==> config.mk <==
export PLATFORM = sky130hd
export DESIGN_NAME = multicycle_control_fsm_flat
export DESIGN_NICKNAME = d
export VERILOG_FILES = /design/src/rtl/multicycle_control_fsm_pkg.sv /design/src/rtl/multicycle_control_fsm_if.sv /design/src/rtl/multicycle_control_fsm_watchdog.sv /design/src/rtl/multicycle_control_fsm.sv /design/src/flat_wrapper.sv
export SDC_FILE = /design/constraint.sdc
export NUM_CORES = 1
export LEC_CHECK = 0
export CAP_MARGIN = 15
export CORE_UTILIZATION = 50
export DETAILED_ROUTE_END_ITERATION = 6
export PLACE_DENSITY_LB_ADDON = 0.15
export SYNTH_ARGS = -nofsm -noshare
export SYNTH_HDL_FRONTEND = slang
export SYNTH_SLANG_ARGS = --single-unit
==> constraint.sdc <==
create_clock -name clk -period 2 [get_ports clk]
set_input_delay 0.3 -clock clk [delete_from_list [all_inputs] [get_ports clk]]
set_output_delay 0.3 -clock clk [all_outputs]
set_load 0.005 [all_outputs]
==> src/rtl/multicycle_control_fsm_pkg.sv <==
// Shared definitions for the multicycle controller and the datapath muxes it
// steers: state encoding, opcode values, ALUOp codes and mux select codes.
// Contents:
//   state_t                 controller state encoding (S_RST .. S_ERR)
//   OP_*                    opcode field values (IROut[31:26])
//   ALU_*                   ALUOp codes seen by the ALU control
//   SRCB_* / PCSRC_*        ALUSrcB and PCSource select codes
//   is_mem_wait_state()     states that wait on a memory handshake
package multicycle_ctrl_pkg;

   typedef enum logic [3:0] {
      S_RST,
      S_FETCH,
      S_DECODE,
      S_EX_R,
      S_WB_R,
      S_EX_I,
      S_WB_I,
      S_MEM_ADDR,
      S_MEM_RD,
      S_WB_MEM,
      S_MEM_WR,
      S_BR,
      S_JMP,
      S_HALT,
      S_ERR
   } state_t;

   localparam logic [5:0] OP_RTYPE = 6'b000000;
   localparam logic [5:0] OP_LW    = 6'b100011;
   localparam logic [5:0] OP_SW    = 6'b101011;
   localparam logic [5:0] OP_BEQ   = 6'b000100;
   localparam logic [5:0] OP_J     = 6'b000010;
   localparam logic [5:0] OP_ADDI  = 6'b001000;
   localparam logic [5:0] OP_HALT  = 6'b111111;

   localparam logic [2:0] ALU_ADD   = 3'd0;
   localparam logic [2:0] ALU_SUB   = 3'd1;
   localparam logic [2:0] ALU_RTYPE = 3'd2;

   localparam logic [1:0] SRCB_REGB    = 2'b00;
   localparam logic [1:0] SRCB_ONE     = 2'b01;
   localparam logic [1:0] SRCB_SIGNEXT = 2'b10;

   localparam logic [1:0] PCSRC_ALU    = 2'b00;
   localparam logic [1:0] PCSRC_ALUOUT = 2'b01;
   localparam logic [1:0] PCSRC_JUMP   = 2'b10;

   // States that hold a memory access open and are covered by the watchdog.
   function automatic logic is_mem_wait_state(input state_t s);
      return (s == S_FETCH) || (s == S_MEM_RD) || (s == S_MEM_WR);
   endfunction

endpackage

==> src/rtl/multicycle_control_fsm_if.sv <==
// Memory handshake between the controller and the instruction/data memory.
// Signals:
//   mem_req    controller -> memory  access in progress
//   mem_ready  memory -> controller  access completes this cycle
// Modports: master (controller side), slave (memory side).
interface multicycle_control_fsm_if;

   logic mem_req;
   logic mem_ready;

   modport master (output mem_req, input mem_ready);
   modport slave  (input mem_req, output mem_ready);

endinterface

==> src/rtl/multicycle_control_fsm_watchdog.sv <==
// mem_wait_watchdog: counts consecutive not-ready cycles of one memory access
// and flags expiry when MAX_WAIT cycles have been waited and ready is still low.
// Ports:
//   clk     clock
//   reset   synchronous active-low reset
//   en      controller is in a memory wait state
//   ready   memory completes the access this cycle
//   clear   controller leaves the current state this cycle
//   expire  wait budget exhausted with ready still low
module mem_wait_watchdog #(
   parameter int MAX_WAIT   = 16,
   parameter int WAIT_WIDTH = 5
) (
   input  logic clk,
   input  logic reset,
   input  logic en,
   input  logic ready,
   input  logic clear,
   output logic expire
);

   logic [WAIT_WIDTH-1:0] count_reg;
   logic [WAIT_WIDTH-1:0] count_next;

   // Ready wins over expiry: a completion on the limit cycle is a normal one.
   assign expire = en && !ready && (count_reg == WAIT_WIDTH'(MAX_WAIT));

   always_comb begin
      count_next = count_reg;
      if (!en || ready || clear) begin
         count_next = '0;
      end else begin
         count_next = count_reg + WAIT_WIDTH'(1);
      end
   end

   always_ff @(posedge clk) begin
      if (!reset) begin
         count_reg <= '0;
      end else begin
         count_reg <= count_next;
      end
   end

endmodule

==> src/rtl/multicycle_control_fsm.sv <==
// multicycle_control_fsm: control unit for the multicycle datapath with a
// variable-latency memory handshake, per-access wait watchdog, HALT and
// illegal-opcode handling, and a saturating retired-instruction counter.
// Ports:
//   clk, reset         clock; synchronous active-low reset
//   opcode             IROut[31:26]
//   alu_zero           ALU zero flag (the datapath gates PCWriteCond with it)
//   mem                memory handshake (master modport: mem_req / mem_ready)
//   PCWriteCond .. RegDst   datapath control bundle
//   retire             pulse on the last cycle of each completed instruction
//   illegal            pulse in DECODE on an undefined opcode
//   halted, mem_err    sticky HALT / watchdog-expiry status
//   instr_count        retired instructions, saturating
module multicycle_control_fsm
   import multicycle_ctrl_pkg::*;
#(
   parameter int OP_WIDTH    = 6,
   parameter int ALUOP_WIDTH = 3,
   parameter int MAX_WAIT    = 16,
   parameter int WAIT_WIDTH  = 5,
   parameter int CNT_WIDTH   = 32
) (
   input  logic                   clk,
   input  logic                   reset,
   input  logic [OP_WIDTH-1:0]    opcode,
   input  logic                   alu_zero,
   multicycle_control_fsm_if.master mem,
   output logic                   PCWriteCond,
   output logic                   PCWrite,
   output logic                   IorD,
   output logic                   MemRead,
   output logic                   MemWrite,
   output logic                   MemtoReg,
   output logic                   IRWrite,
   output logic [1:0]             PCSource,
   output logic [ALUOP_WIDTH-1:0] ALUOp,
   output logic [1:0]             ALUSrcB,
   output logic                   ALUSrcA,
   output logic                   RegWrite,
   output logic                   RegDst,
   output logic                   retire,
   output logic                   illegal,
   output logic                   halted,
   output logic                   mem_err,
   output logic [CNT_WIDTH-1:0]   instr_count
);

   state_t                 state_reg;
   state_t                 state_next;
   logic [CNT_WIDTH-1:0]   instr_count_reg;
   logic                   halted_reg;
   logic                   mem_err_reg;
   logic                   halt_retired_reg;
   logic                   mem_req_c;
   logic                   retire_c;
   logic                   wd_en;
   logic                   wd_clear;
   logic                   wd_expire;
   logic                   unused_alu_zero;

   // The branch decision is made in the datapath (PCWriteCond & alu_zero);
   // the flag is kept on the port list so this block drops in for the old one.
   assign unused_alu_zero = alu_zero;

   assign wd_en    = is_mem_wait_state(state_reg);
   assign wd_clear = (state_next != state_reg);

   mem_wait_watchdog #(
      .MAX_WAIT   (MAX_WAIT),
      .WAIT_WIDTH (WAIT_WIDTH)
   ) u_watchdog (
      .clk    (clk),
      .reset  (reset),
      .en     (wd_en),
      .ready  (mem.mem_ready),
      .clear  (wd_clear),
      .expire (wd_expire)
   );

   always_ff @(posedge clk) begin
      if (!reset) begin
         state_reg        <= S_RST;
         instr_count_reg  <= '0;
         halted_reg       <= 1'b0;
         mem_err_reg      <= 1'b0;
         halt_retired_reg <= 1'b0;
      end else begin
         state_reg <= state_next;
         if (retire_c && (instr_count_reg != {CNT_WIDTH{1'b1}})) begin
            instr_count_reg <= instr_count_reg + CNT_WIDTH'(1);
         end
         if (state_next == S_HALT) begin
            halted_reg <= 1'b1;
         end
         if (state_next == S_ERR) begin
            mem_err_reg <= 1'b1;
         end
         // HALT counts as retired exactly once, on its first cycle.
         if (state_reg == S_HALT) begin
            halt_retired_reg <= 1'b1;
         end
      end
   end

   always_comb begin
      state_next  = state_reg;
      mem_req_c   = 1'b0;
      PCWriteCond = 1'b0;
      PCWrite     = 1'b0;
      IorD        = 1'b0;
      MemRead     = 1'b0;
      MemWrite    = 1'b0;
      MemtoReg    = 1'b0;
      IRWrite     = 1'b0;
      PCSource    = PCSRC_ALU;
      ALUOp       = ALUOP_WIDTH'(ALU_ADD);
      ALUSrcB     = SRCB_REGB;
      ALUSrcA     = 1'b0;
      RegWrite    = 1'b0;
      RegDst      = 1'b0;
      retire_c    = 1'b0;
      illegal     = 1'b0;

      case (state_reg)
         S_RST: begin
            state_next = S_FETCH;
         end
         S_FETCH: begin
            mem_req_c = 1'b1;
            MemRead   = 1'b1;
            ALUSrcB   = SRCB_ONE;
            // IR load and PC+1 only happen on the cycle the word arrives.
            IRWrite   = mem.mem_ready;
            PCWrite   = mem.mem_ready;
            if (mem.mem_ready) begin
               state_next = S_DECODE;
            end else if (wd_expire) begin
               state_next = S_ERR;
            end
         end
         S_DECODE: begin
            // Branch target is precomputed into the ALU register here.
            ALUSrcB = SRCB_SIGNEXT;
            case (opcode)
               OP_WIDTH'(OP_RTYPE): state_next = S_EX_R;
               OP_WIDTH'(OP_LW),
               OP_WIDTH'(OP_SW):    state_next = S_MEM_ADDR;
               OP_WIDTH'(OP_BEQ):   state_next = S_BR;
               OP_WIDTH'(OP_J):     state_next = S_JMP;
               OP_WIDTH'(OP_ADDI):  state_next = S_EX_I;
               OP_WIDTH'(OP_HALT):  state_next = S_HALT;
               default: begin
                  illegal    = 1'b1;
                  state_next = S_FETCH;
               end
            endcase
         end
         S_EX_R: begin
            ALUSrcA    = 1'b1;
            ALUOp      = ALUOP_WIDTH'(ALU_RTYPE);
            state_next = S_WB_R;
         end
         S_WB_R: begin
            RegDst     = 1'b1;
            RegWrite   = 1'b1;
            retire_c   = 1'b1;
            state_next = S_FETCH;
         end
         S_EX_I: begin
            ALUSrcA    = 1'b1;
            ALUSrcB    = SRCB_SIGNEXT;
            state_next = S_WB_I;
         end
         S_WB_I: begin
            RegWrite   = 1'b1;
            retire_c   = 1'b1;
            state_next = S_FETCH;
         end
         S_MEM_ADDR: begin
            ALUSrcA    = 1'b1;
            ALUSrcB    = SRCB_SIGNEXT;
            state_next = (opcode == OP_WIDTH'(OP_LW)) ? S_MEM_RD : S_MEM_WR;
         end
         S_MEM_RD: begin
            mem_req_c = 1'b1;
            MemRead   = 1'b1;
            IorD      = 1'b1;
            if (mem.mem_ready) begin
               state_next = S_WB_MEM;
            end else if (wd_expire) begin
               state_next = S_ERR;
            end
         end
         S_WB_MEM: begin
            MemtoReg   = 1'b1;
            RegWrite   = mem.mem_ready;
            retire_c   = 1'b1;
            state_next = S_FETCH;
         end
         S_MEM_WR: begin
            mem_req_c = 1'b1;
            IorD      = 1'b1;
            MemWrite  = mem.mem_ready;
            retire_c  = mem.mem_ready;
            if (mem.mem_ready) begin
               state_next = S_FETCH;
            end else if (wd_expire) begin
               state_next = S_ERR;
            end
         end
         S_BR: begin
            ALUSrcA     = 1'b1;
            ALUOp       = ALUOP_WIDTH'(ALU_SUB);
            PCWriteCond = 1'b1;
            PCSource    = PCSRC_ALUOUT;
            retire_c    = 1'b1;
            state_next  = S_FETCH;
         end
         S_JMP: begin
            PCWrite    = 1'b1;
            PCSource   = PCSRC_JUMP;
            retire_c   = 1'b1;
            state_next = S_FETCH;
         end
         S_HALT: begin
            retire_c = !halt_retired_reg;
         end
         S_ERR: begin
            state_next = S_ERR;
         end
         default: begin
            state_next = S_RST;
         end
      endcase
   end

   assign mem.mem_req = mem_req_c;
   assign retire      = retire_c;
   assign halted      = halted_reg;
   assign mem_err     = mem_err_reg;
   assign instr_count = instr_count_reg;

endmodule
==> src/flat_wrapper.sv <==
// flat-port wrapper written by rule: the top's interface ports become plain ports
module multicycle_control_fsm_flat import multicycle_ctrl_pkg::*;
#(
   parameter int OP_WIDTH    = 6,
   parameter int ALUOP_WIDTH = 3,
   parameter int MAX_WAIT    = 16,
   parameter int WAIT_WIDTH  = 5,
   parameter int CNT_WIDTH   = 32
)
  (clk, reset, opcode, alu_zero, PCWriteCond, PCWrite, IorD, MemRead, MemWrite, MemtoReg, IRWrite, PCSource, ALUOp, ALUSrcB, ALUSrcA, RegWrite, RegDst, retire, illegal, halted, mem_err, instr_count, mem_mem_req, mem_mem_ready);
  multicycle_control_fsm_if mem_i ();
  input  logic clk;
  input  logic reset;
  input  logic [OP_WIDTH-1:0] opcode;
  input  logic alu_zero;
  output logic PCWriteCond;
  output logic PCWrite;
  output logic IorD;
  output logic MemRead;
  output logic MemWrite;
  output logic MemtoReg;
  output logic IRWrite;
  output logic [1:0] PCSource;
  output logic [ALUOP_WIDTH-1:0] ALUOp;
  output logic [1:0] ALUSrcB;
  output logic ALUSrcA;
  output logic RegWrite;
  output logic RegDst;
  output logic retire;
  output logic illegal;
  output logic halted;
  output logic mem_err;
  output logic [CNT_WIDTH-1:0] instr_count;
  output wire logic [$bits(mem_i.mem_req)-1:0] mem_mem_req;
  input wire logic [$bits(mem_i.mem_ready)-1:0] mem_mem_ready;
  assign mem_mem_req = mem_i.mem_req;
  assign mem_i.mem_ready = mem_mem_ready;
  multicycle_control_fsm #(.OP_WIDTH(OP_WIDTH), .ALUOP_WIDTH(ALUOP_WIDTH), .MAX_WAIT(MAX_WAIT), .WAIT_WIDTH(WAIT_WIDTH), .CNT_WIDTH(CNT_WIDTH)) u_core (.clk(clk), .reset(reset), .opcode(opcode), .alu_zero(alu_zero), .mem(mem_i), .PCWriteCond(PCWriteCond), .PCWrite(PCWrite), .IorD(IorD), .MemRead(MemRead), .MemWrite(MemWrite), .MemtoReg(MemtoReg), .IRWrite(IRWrite), .PCSource(PCSource), .ALUOp(ALUOp), .ALUSrcB(ALUSrcB), .ALUSrcA(ALUSrcA), .RegWrite(RegWrite), .RegDst(RegDst), .retire(retire), .illegal(illegal), .halted(halted), .mem_err(mem_err), .instr_count(instr_count));
endmodule
**Run 1: PDN straps and rails**

Scale bar: 20 um. Pins as bars on the die edge. Tap cells in gray.
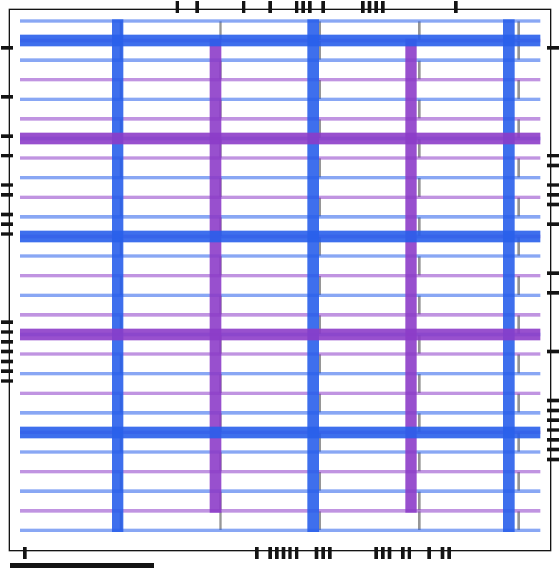
| net | color |
|---|---|
| VSS | blue |
| VDD | purple |
signal pins: 64
rows: 26
met5 straps: 5
met4 straps: 5
met1 rails: 27

**Run 1: metal layers overlaid**

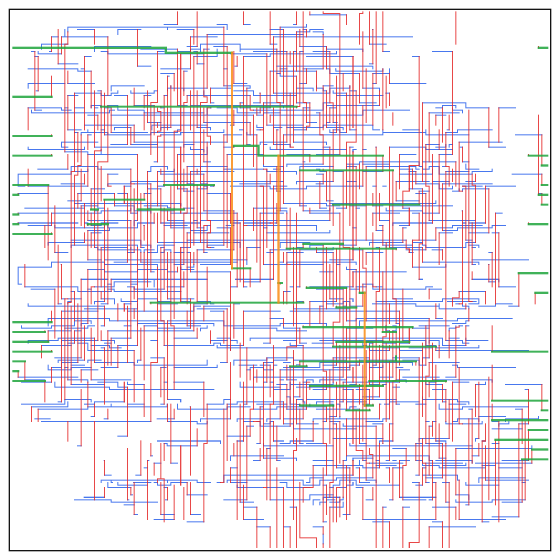
| layer | color | wire length |
|---|---|---|
| met2 | red | 3,730 um |
| met1 | blue | 3,420 um |
| met3 | green | 380 um |
| met4 | orange | 66.0 um |

**Run 1: clock network drawn from the DEF**

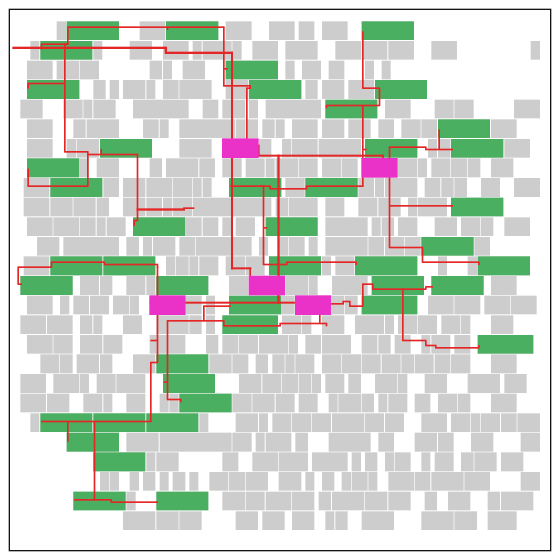
[flip-flops] green | count: 44
[clock wires] red | length: 558 um
[cells driving clock nets] magenta | count: 5
flops lie: widely spread
routed clock nets: 6

==> CHANGELOG.md, run 1 <==
## Flow update

- Fin crit share: 96.9%
- Ports: 64
- Gate power share: 13.3%
- Top class by area: logic gates
- Net Sw Frac: 24.2%
- Core Area: 5110 um^2
- Critical Path Stages: 8
- GRT Util Overall: 27.1%
- Synth area leaders: dfxtp_1 (33%), nor2_1 (6.6%), xnor2_1 (6.3%)
- # placed instances: 488
- Status: complete, no violations
- Ys cells: 329
- Clock network contribution to total cell area: 3.10%
- Yosys xor share: 8.89%
- Mapped Area: 2660 um^2
- N_diodes: 0
- Seq cells: 44
- Fa+ha+maj area frac: 1.41%
- #MultiIn Comb: 256
- Worst Slack Setup Final: 62.2 ps
- Pleak: 1.50 nW
- Most used routing layer: met2
- Register Area: 888 um^2
- Post-detail-place hpwl: 5.29 mm
- Initial DRC count: 226
- Post-Synth Simple-Gate Area: 35.8%
- Final core occ: 76.7%
- Die height: 75.0 um
- Non-clock buffer share: 25.6%
- Seq area share: 22.7%
- Critical path class: flip-flop to flip-flop
- Total wire length: 7.60 mm
- Cell-internal power: 1.41 mW
- Pwr top: registers
- CTS Sinks: 44
- Sum Neg Setup Slack: 0 ps
- Design area: 3920 um^2
- Port bufs: 61
- Max reg flops: 32
- Setup crit start kind: flip-flop
- Post-placement cell area: 3600 um^2
- WL met2: 3.73 mm
- VDD IR max: 365 uV
- Post-CTS setup buffers: 5
- Fin Hold WS: 465 ps
- Floorplan Utilization: 52.1%
- Hold worst-path end: u_core.u_watchdog.count_reg[0]
- Log Warnings: 29
- Clk pwr: 728 uW
- CTS Root Buffer Type: clkbuf_8
- CP startpoint: u_core.state_reg[1]
- Maximum fanout count along the critical path: 13
- First-pass GRT wire length: 11.7 mm
- TritonRoute pass-1 iters: 4
- GRT met3 Usage: 4.42%
- DR WL met3: 380 um
- Grt met2 use: 45.5%
- MI comb area: 1780 um^2
- Maximum clock path buffer count: 2
==> inputs of run 2 (changes only) <==
Clock period 2 ns to 1.85 ns, I/O delays scaled along.
**Run 2: PDN straps and rails**

Scale bar: 20 um. Pins as bars on the die edge. Tap cells in gray.
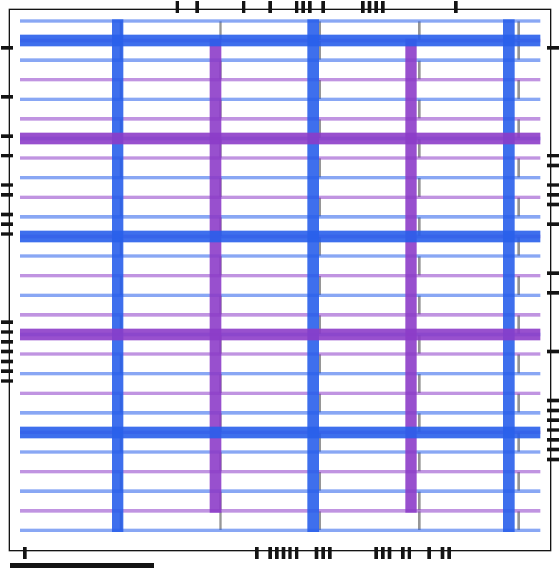
| net | color |
|---|---|
| VDD | purple |
| VSS | blue |
signal pins: 64
rows: 26
met5 straps: 5
tap cells: 70
met4 straps: 5

**Run 2: cell classes on the final placement**

Scale bar: 20 um.
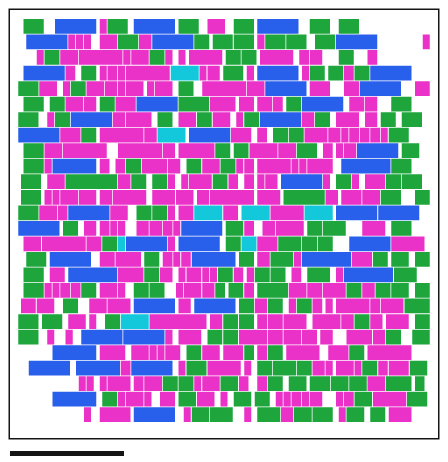
| class | color | cells |
|---|---|---|
| clock drivers and dummy loads | cyan | 8 |
| all other logic | magenta | 267 |
| other buffers and delay cells | green | 154 |
| flip-flops | blue | 44 |

==> CHANGELOG.md, run 2 <==
## Flow update

- Status: complete, but fails checks
- Failing checks: setup timing
- Core Area: 5110 um^2
- Fin crit share: 105%
- Worst Slack Setup Final: -89.2 ps
- Post-CTS setup buffers: 7
- GRT Util Overall: 31.2%
- Sum Neg Setup Slack: -515 ps
- GRT met3 Usage: 5.09%
- DR WL met3: 843 um
- Maximum clock path buffer count: 2
- Ports: 64
- Pleak: 1.68 nW
- Log Warnings: 30
- Pwr top: registers
- Post-detail-place hpwl: 5.63 mm
- Register Area: 902 um^2
- Max reg flops: 32
- WL met2: 5.24 mm
- Final Setup Violations: 11
- Post-Synth Simple-Gate Area: 35.8%
- Port bufs: 61
- Maximum fanout count along the critical path: 6
- Mapped Area: 2660 um^2
- Initial DRC count: 336
- Ys cells: 329
- Setup crit start kind: flip-flop
- Total wire length: 10.4 mm
- Floorplan Utilization: 52.1%
- Final core occ: 87.1%
- Critical Path Stages: 10
- Top class by area: logic gates
- MI comb area: 1980 um^2
- Critical path class: flip-flop to flip-flop
- Fin Hold WS: 480 ps
- Seq cells: 44
- Most used routing layer: met2
- Clk pwr: 667 uW
- Synth area leaders: dfxtp_1 (33%), nor2_1 (6.6%), xnor2_1 (6.3%)
- Seq area share: 20.3%
- Cell-internal power: 1.43 mW
- # placed instances: 519
- CTS Root Buffer Type: clkbuf_8
- Hold worst-path end: u_core.mem_err
- Net Sw Frac: 27.7%
Power and IR drop assume default switching activity.
